## src/rtl/bit32_1to3_distributor_pkg.sv

```systemverilog
// Shared select encoding and default sizing for the 3-to-1 selector / 1-to-3 distributor pair.
package dist_pkg;

    typedef logic [1:0] sel_t;

    localparam sel_t SEL_CH0  = 2'd0;
    localparam sel_t SEL_CH1  = 2'd1;
    localparam sel_t SEL_CH2  = 2'd2;
    localparam sel_t SEL_NONE = 2'd3;

    localparam int NUM_CH    = 3;
    localparam int DEF_WIDTH = 32;
    localparam int DEF_DEPTH = 2;
    localparam int DEF_CNT_W = 8;

    // One-hot channel enable for a select code; SEL_NONE maps to no channel.
    function automatic logic [NUM_CH-1:0] sel_onehot(input sel_t sel);
        logic [NUM_CH-1:0] oh;
        oh = '0;
        case (sel)
            SEL_CH0: oh = 3'b001;
            SEL_CH1: oh = 3'b010;
            SEL_CH2: oh = 3'b100;
            default: oh = 3'b000;
        endcase
        return oh;
    endfunction

endpackage

```

## src/rtl/bit32_1to3_distributor_if.sv

```systemverilog
// Input stream plus three output streams of the distributor, grouped as one bundle.
interface bit32_1to3_distributor_if #(
    parameter int WIDTH = dist_pkg::DEF_WIDTH
);
    logic [WIDTH-1:0]  in_data;
    dist_pkg::sel_t    in_sel;
    logic              in_valid;
    logic              in_ready;
    logic [WIDTH-1:0]  out_data0;
    logic [WIDTH-1:0]  out_data1;
    logic [WIDTH-1:0]  out_data2;
    logic [2:0]        out_valid;
    logic [2:0]        out_ready;

    modport master (
        output in_data, in_sel, in_valid, out_ready,
        input  in_ready, out_data0, out_data1, out_data2, out_valid
    );

    modport slave (
        input  in_data, in_sel, in_valid, out_ready,
        output in_ready, out_data0, out_data1, out_data2, out_valid
    );

endinterface

```

## src/rtl/bit32_1to3_distributor_fifo.sv

```systemverilog
// Synchronous FIFO with extra-MSB pointers; head is registered storage, no bypass path.
module dist_fifo #(
    parameter int WIDTH = 32,
    parameter int DEPTH = 2
) (
    input  logic             clk,
    input  logic             rst_n,
    input  logic             push,
    input  logic             pop,
    input  logic [WIDTH-1:0] wr_data,
    output logic             full,
    output logic             empty,
    output logic [WIDTH-1:0] head
);
    localparam int AW = $clog2(DEPTH);
    localparam logic [AW:0] PTR_ONE = {{AW{1'b0}}, 1'b1};

    logic [AW:0]      wr_ptr;
    logic [AW:0]      rd_ptr;
    logic [WIDTH-1:0] mem [DEPTH];
    logic             push_ok;
    logic             pop_ok;

    assign empty   = (wr_ptr == rd_ptr);
    assign full    = (wr_ptr[AW] != rd_ptr[AW]) && (wr_ptr[AW-1:0] == rd_ptr[AW-1:0]);
    assign push_ok = push && !full;
    assign pop_ok  = pop && !empty;
    assign head    = mem[rd_ptr[AW-1:0]];

    always_ff @(posedge clk) begin
        if (!rst_n) begin
            wr_ptr <= '0;
            rd_ptr <= '0;
            for (int i = 0; i < DEPTH; i++) begin
                mem[i] <= '0;
            end
        end else begin
            if (push_ok) begin
                mem[wr_ptr[AW-1:0]] <= wr_data;
                wr_ptr              <= wr_ptr + PTR_ONE;
            end
            if (pop_ok) begin
                rd_ptr <= rd_ptr + PTR_ONE;
            end
        end
    end

endmodule

```

## src/rtl/bit32_1to3_distributor.sv

```systemverilog
// Steers a tagged input stream into three buffered output channels; unused tag is dropped and counted.
module bit32_1to3_distributor
    import dist_pkg::*;
#(
    parameter int WIDTH = DEF_WIDTH,
    parameter int DEPTH = DEF_DEPTH,
    parameter int CNT_W = DEF_CNT_W
) (
    input  logic                   clk,
    input  logic                   rst_n,
    bit32_1to3_distributor_if.slave bus,
    output logic [CNT_W-1:0]       drop_cnt,
    output logic                   sel_err
);
    logic [NUM_CH-1:0] full;
    logic [NUM_CH-1:0] empty;
    logic [NUM_CH-1:0] push;
    logic [NUM_CH-1:0] pop;
    logic [WIDTH-1:0]  head [NUM_CH];
    logic              rdy;
    logic              xfer;
    logic              drop;

    // Ready looks only at the registered full flag of the targeted channel.
    always_comb begin
        rdy = 1'b1;
        case (bus.in_sel)
            SEL_CH0: rdy = !full[0];
            SEL_CH1: rdy = !full[1];
            SEL_CH2: rdy = !full[2];
            default: rdy = 1'b1;
        endcase
    end

    assign bus.in_ready = rdy;
    assign xfer         = bus.in_valid && rdy;
    assign push         = xfer ? sel_onehot(bus.in_sel) : '0;
    assign drop         = xfer && (bus.in_sel == SEL_NONE);
    assign pop          = bus.out_ready & ~empty;

    for (genvar g = 0; g < NUM_CH; g++) begin : g_ch
        dist_fifo #(
            .WIDTH (WIDTH),
            .DEPTH (DEPTH)
        ) u_fifo (
            .clk     (clk),
            .rst_n   (rst_n),
            .push    (push[g]),
            .pop     (pop[g]),
            .wr_data (bus.in_data),
            .full    (full[g]),
            .empty   (empty[g]),
            .head    (head[g])
        );
    end

    assign bus.out_valid = ~empty;
    assign bus.out_data0 = head[0];
    assign bus.out_data1 = head[1];
    assign bus.out_data2 = head[2];

    always_ff @(posedge clk) begin
        if (!rst_n) begin
            drop_cnt <= '0;
            sel_err  <= 1'b0;
        end else if (drop) begin
            sel_err <= 1'b1;
            if (drop_cnt != {CNT_W{1'b1}}) begin
                drop_cnt <= drop_cnt + {{(CNT_W-1){1'b0}}, 1'b1};
            end
        end
    end

endmodule
```

## src/flat_wrapper.sv

```systemverilog
// flat-port wrapper written by rule: the top's interface ports become plain ports
module bit32_1to3_distributor_flat import dist_pkg::*;
#(
    parameter int WIDTH = DEF_WIDTH,
    parameter int DEPTH = DEF_DEPTH,
    parameter int CNT_W = DEF_CNT_W
)
  (clk, rst_n, drop_cnt, sel_err, bus_in_data, bus_in_sel, bus_in_valid, bus_out_ready, bus_in_ready, bus_out_data0, bus_out_data1, bus_out_data2, bus_out_valid);
  bit32_1to3_distributor_if #(.WIDTH(WIDTH)) bus_i ();
  input  logic clk;
  input  logic rst_n;
  output logic [CNT_W-1:0] drop_cnt;
  output logic sel_err;
  input wire logic [$bits(bus_i.in_data)-1:0] bus_in_data;
  input wire logic [$bits(bus_i.in_sel)-1:0] bus_in_sel;
  input wire logic [$bits(bus_i.in_valid)-1:0] bus_in_valid;
  input wire logic [$bits(bus_i.out_ready)-1:0] bus_out_ready;
  output wire logic [$bits(bus_i.in_ready)-1:0] bus_in_ready;
  output wire logic [$bits(bus_i.out_data0)-1:0] bus_out_data0;
  output wire logic [$bits(bus_i.out_data1)-1:0] bus_out_data1;
  output wire logic [$bits(bus_i.out_data2)-1:0] bus_out_data2;
  output wire logic [$bits(bus_i.out_valid)-1:0] bus_out_valid;
  assign bus_i.in_data = bus_in_data;
  assign bus_i.in_sel = bus_in_sel;
  assign bus_i.in_valid = bus_in_valid;
  assign bus_i.out_ready = bus_out_ready;
  assign bus_in_ready = bus_i.in_ready;
  assign bus_out_data0 = bus_i.out_data0;
  assign bus_out_data1 = bus_i.out_data1;
  assign bus_out_data2 = bus_i.out_data2;
  assign bus_out_valid = bus_i.out_valid;
  bit32_1to3_distributor #(.WIDTH(WIDTH), .DEPTH(DEPTH), .CNT_W(CNT_W)) u_core (.clk(clk), .rst_n(rst_n), .bus(bus_i), .drop_cnt(drop_cnt), .sel_err(sel_err));
endmodule
```

## config.mk

```make
export PLATFORM = sky130hd
export DESIGN_NAME = bit32_1to3_distributor_flat
export DESIGN_NICKNAME = d
export VERILOG_FILES = /design/src/rtl/bit32_1to3_distributor_pkg.sv /design/src/rtl/bit32_1to3_distributor_if.sv /design/src/rtl/bit32_1to3_distributor_fifo.sv /design/src/rtl/bit32_1to3_distributor.sv /design/src/flat_wrapper.sv
export SDC_FILE = /design/constraint.sdc
export NUM_CORES = 1
export LEC_CHECK = 0
export CORE_MARGIN = 2
export CORE_UTILIZATION = 38
export DETAILED_ROUTE_END_ITERATION = 10
export PLACE_DENSITY = 0.58
export SETUP_SLACK_MARGIN = 0.4
export SYNTH_ARGS = -nofsm -noshare
export SYNTH_HDL_FRONTEND = slang
export SYNTH_SLANG_ARGS = --single-unit
```

## constraint.sdc

```tcl
create_clock -name clk -period 4.5 [get_ports clk]
set_input_delay 0.9 -clock clk [delete_from_list [all_inputs] [get_ports clk]]
set_output_delay 0.9 -clock clk [all_outputs]
set_load 0.02 [all_outputs]
```

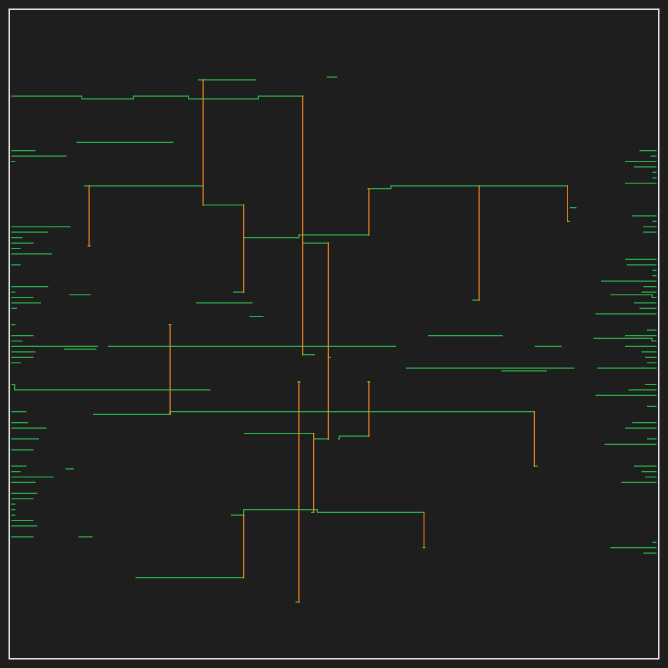
Figure 1: metal layers overlaid.
(4 px per um) Two of the layers only.
metal 3 -> green  # wire length 1,180 um
metal 4 -> orange  # wire length 379 um
total track usage: 0.167
DR WL/cell: 18.9 um
WL final: 21.8 mm
total number of vias: 5,563

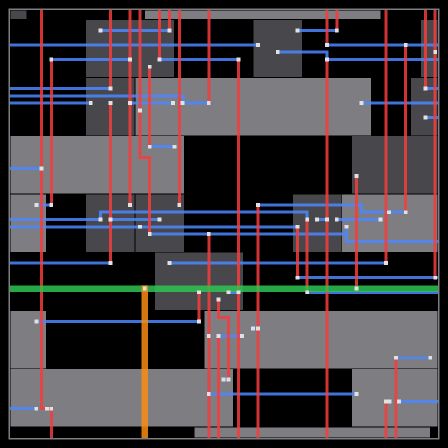
Figure 2: zoomed window.
Region (111, 111) to (131, 131) um. Cells in grey, sequential cells in the stronger grey; small squares are vias.
metal 2 -> red
metal 1 -> blue
metal 4 -> orange
metal 3 -> green
most frequent = and2_1 (5), edfxtp_1 (4), mux2_2 (2)
netlist names of flops here include = u_core.g_ch.u_fifo.mem (4)
cells with their middle in the window = 11
sequential cells in the window = 4

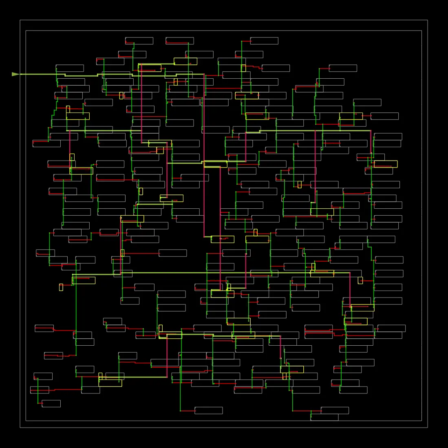
Figure 3: the clock network.
num sequential: 216
clock network power: 1.76 mW
clock buffers: 28

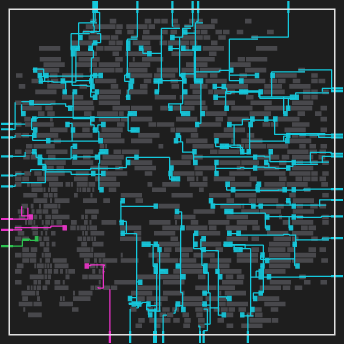
Figure 4: I/O nets highlighted.
(2 px per um)
bus_out_valid -> magenta  # bits 3, direction output, edge 2 left, 1 bottom, end cells 3, buffers 3, wire 102 um
bus_in_ready -> green  # bits 1, direction output, edge left, end cells 1, buffers 1, wire 20.4 um
bus_in_data -> cyan  # bits 32, direction input, edge 11 right, 8 top, 7 bottom, 6 left, end cells 192, buffers 32, wire 2,650 um
Port Buffers: 148
IO Count: 149

==> reports/metrics.csv <==
stage;metric;value;unit
status;status;finished, final reports clean;
critical_path;critPathMaxFanout;32;
synth;top_area_cell;edfxtp_1;
synth;syn_avg_cell_area;14.2;um2
critical_path;path_delay_family;flip-flops;
cells_and_area;seq-cell-share;0.521;
timing;post-route-period-util;0.750;
timing;setup_viol;0;
timing;grt_setup_unrepaired;false;
place;dp.cells;1107;
synth;mux_share;0.119;
synth;yosysWarnings;0;
global_routing;grt.met1_usage;0.234;
power;leakage;4.41;nW
worst_hold_path;hold_path_class;register to register;
synth;fp_nets;707;
power;intPower;3.68;mW
critical_path;worstSetupEndpointType;output port;
critical_path;worst_setup_path_start_kind;register;
cells_and_area;comb-cell-share;0.256;
power;pwr-share-clk;0.357;
clocking;clockBufferDepth;3;
timing;slew_viol_final;0;
place;hpwl;13.8;mm
floorplan;fp-utilization;0.389;
synth;synth_flops;216;
critical_path;cp.required;3.60;ns
route;drt_iter0_markers;260;
route;first_pass_iters;4;
floorplan;die-area;26200;um2
clocking;cts_sinks;216;
synth;top_area_frac;0.608;
global_routing;antenna_found_initial;0;
clocking;h-tree-depth;1;
synth;edf_count;192;
floorplan;core-area;24400;um2
cells_and_area;layout.area.comb;3080;um2
critical_path;path_class;register to output port;
timing;fin_worst_skew;0.00608;ns
job;log.warning_count;26;
floorplan;die_h;162;um
synth;yosys-top-cells-count;192 x and2_1, 192 x edfxtp_1, 96 x mux2_2, 24 x dfxtp_1, 21 x nand2_1;
synth;ys_types;42;
cells_and_area;clkCellAreaFrac;0.0581;
power;switching_share;0.252;
synth;synth_area;9480;um2
timing;timing_hold_violations_final;0;
power;seq_power;2.38;mW
critical_path;path_buffers;1;
cells_and_area;diodes;0;
timing;max_freq;0.296;GHz
power;p_switching;1.24;mW
power;total_power;4.92;mW
cells_and_area;reg_top3;u_core.g_ch.u_fifo.mem (192), u_core.drop_cnt (8);
route;top_layer;met4;
synth;syn_inst;666;
synth;synth-main-ff-cell;edfxtp_1;
cells_and_area;largest_reg_flops;192;
clocking;path_clk_slew;0.06;ns
route;ant_nets;0;
clocking;numCtsBuffers;25;
global_routing;grt_pass1_wl;33.5;mm
route;vias_per_cell;4.84;
synth;synthAdderAreaFrac;0.00132;
cells_and_area;logic_gate_count;407;
cells_and_area;finalNonFillerCells;1149;
power;combPwrFrac;0.158;
place;placed_area;11300;um2
synth;logic_family;simple AND/OR/NAND/NOR gates;
power;power.density;410;nW/um2
route;met3_length;1.18;mm
global_routing;grt_pass1_vias;5741;
cells_and_area;area_growth;26.5;%
power;pwr-share-seq;0.485;
power;ir_worst_vdd;0.201;mV
clocking;cts-root-buf;clkbuf_16;
timing;period_needed;3.38;ns
cells_and_area;buf_share;0.130;
worst reg2reg max path, stage by stage (launching register included):
cell and delay [ns]:
dfxtp_1 0.58, xor2_1 0.36, o21ai_1 0.32, o21ai_4 0.76, buf_4 0.31
final timing paths:
path / slack, ns / from / cells after the start / to
min reg2reg: 0.47 / u_core.sel_err$_SDFFE_PN0P_ / 2 / u_core.sel_err$_SDFFE_PN0P_
min: 0.47 / u_core.sel_err$_SDFFE_PN0P_ / 2 / u_core.sel_err$_SDFFE_PN0P_
max reg2reg: 1.89 / u_core.g_ch[0].u_fifo.wr_ptr[0]$_SDFFE_PN0P_ / 4 / u_core.g_ch[0].u_fifo.mem[0][18]$_SDFFCE_PN0P_
max: 1.12 / register / 2 / bus_out_data1[31]
Power is estimated from default activity; no workload was simulated.
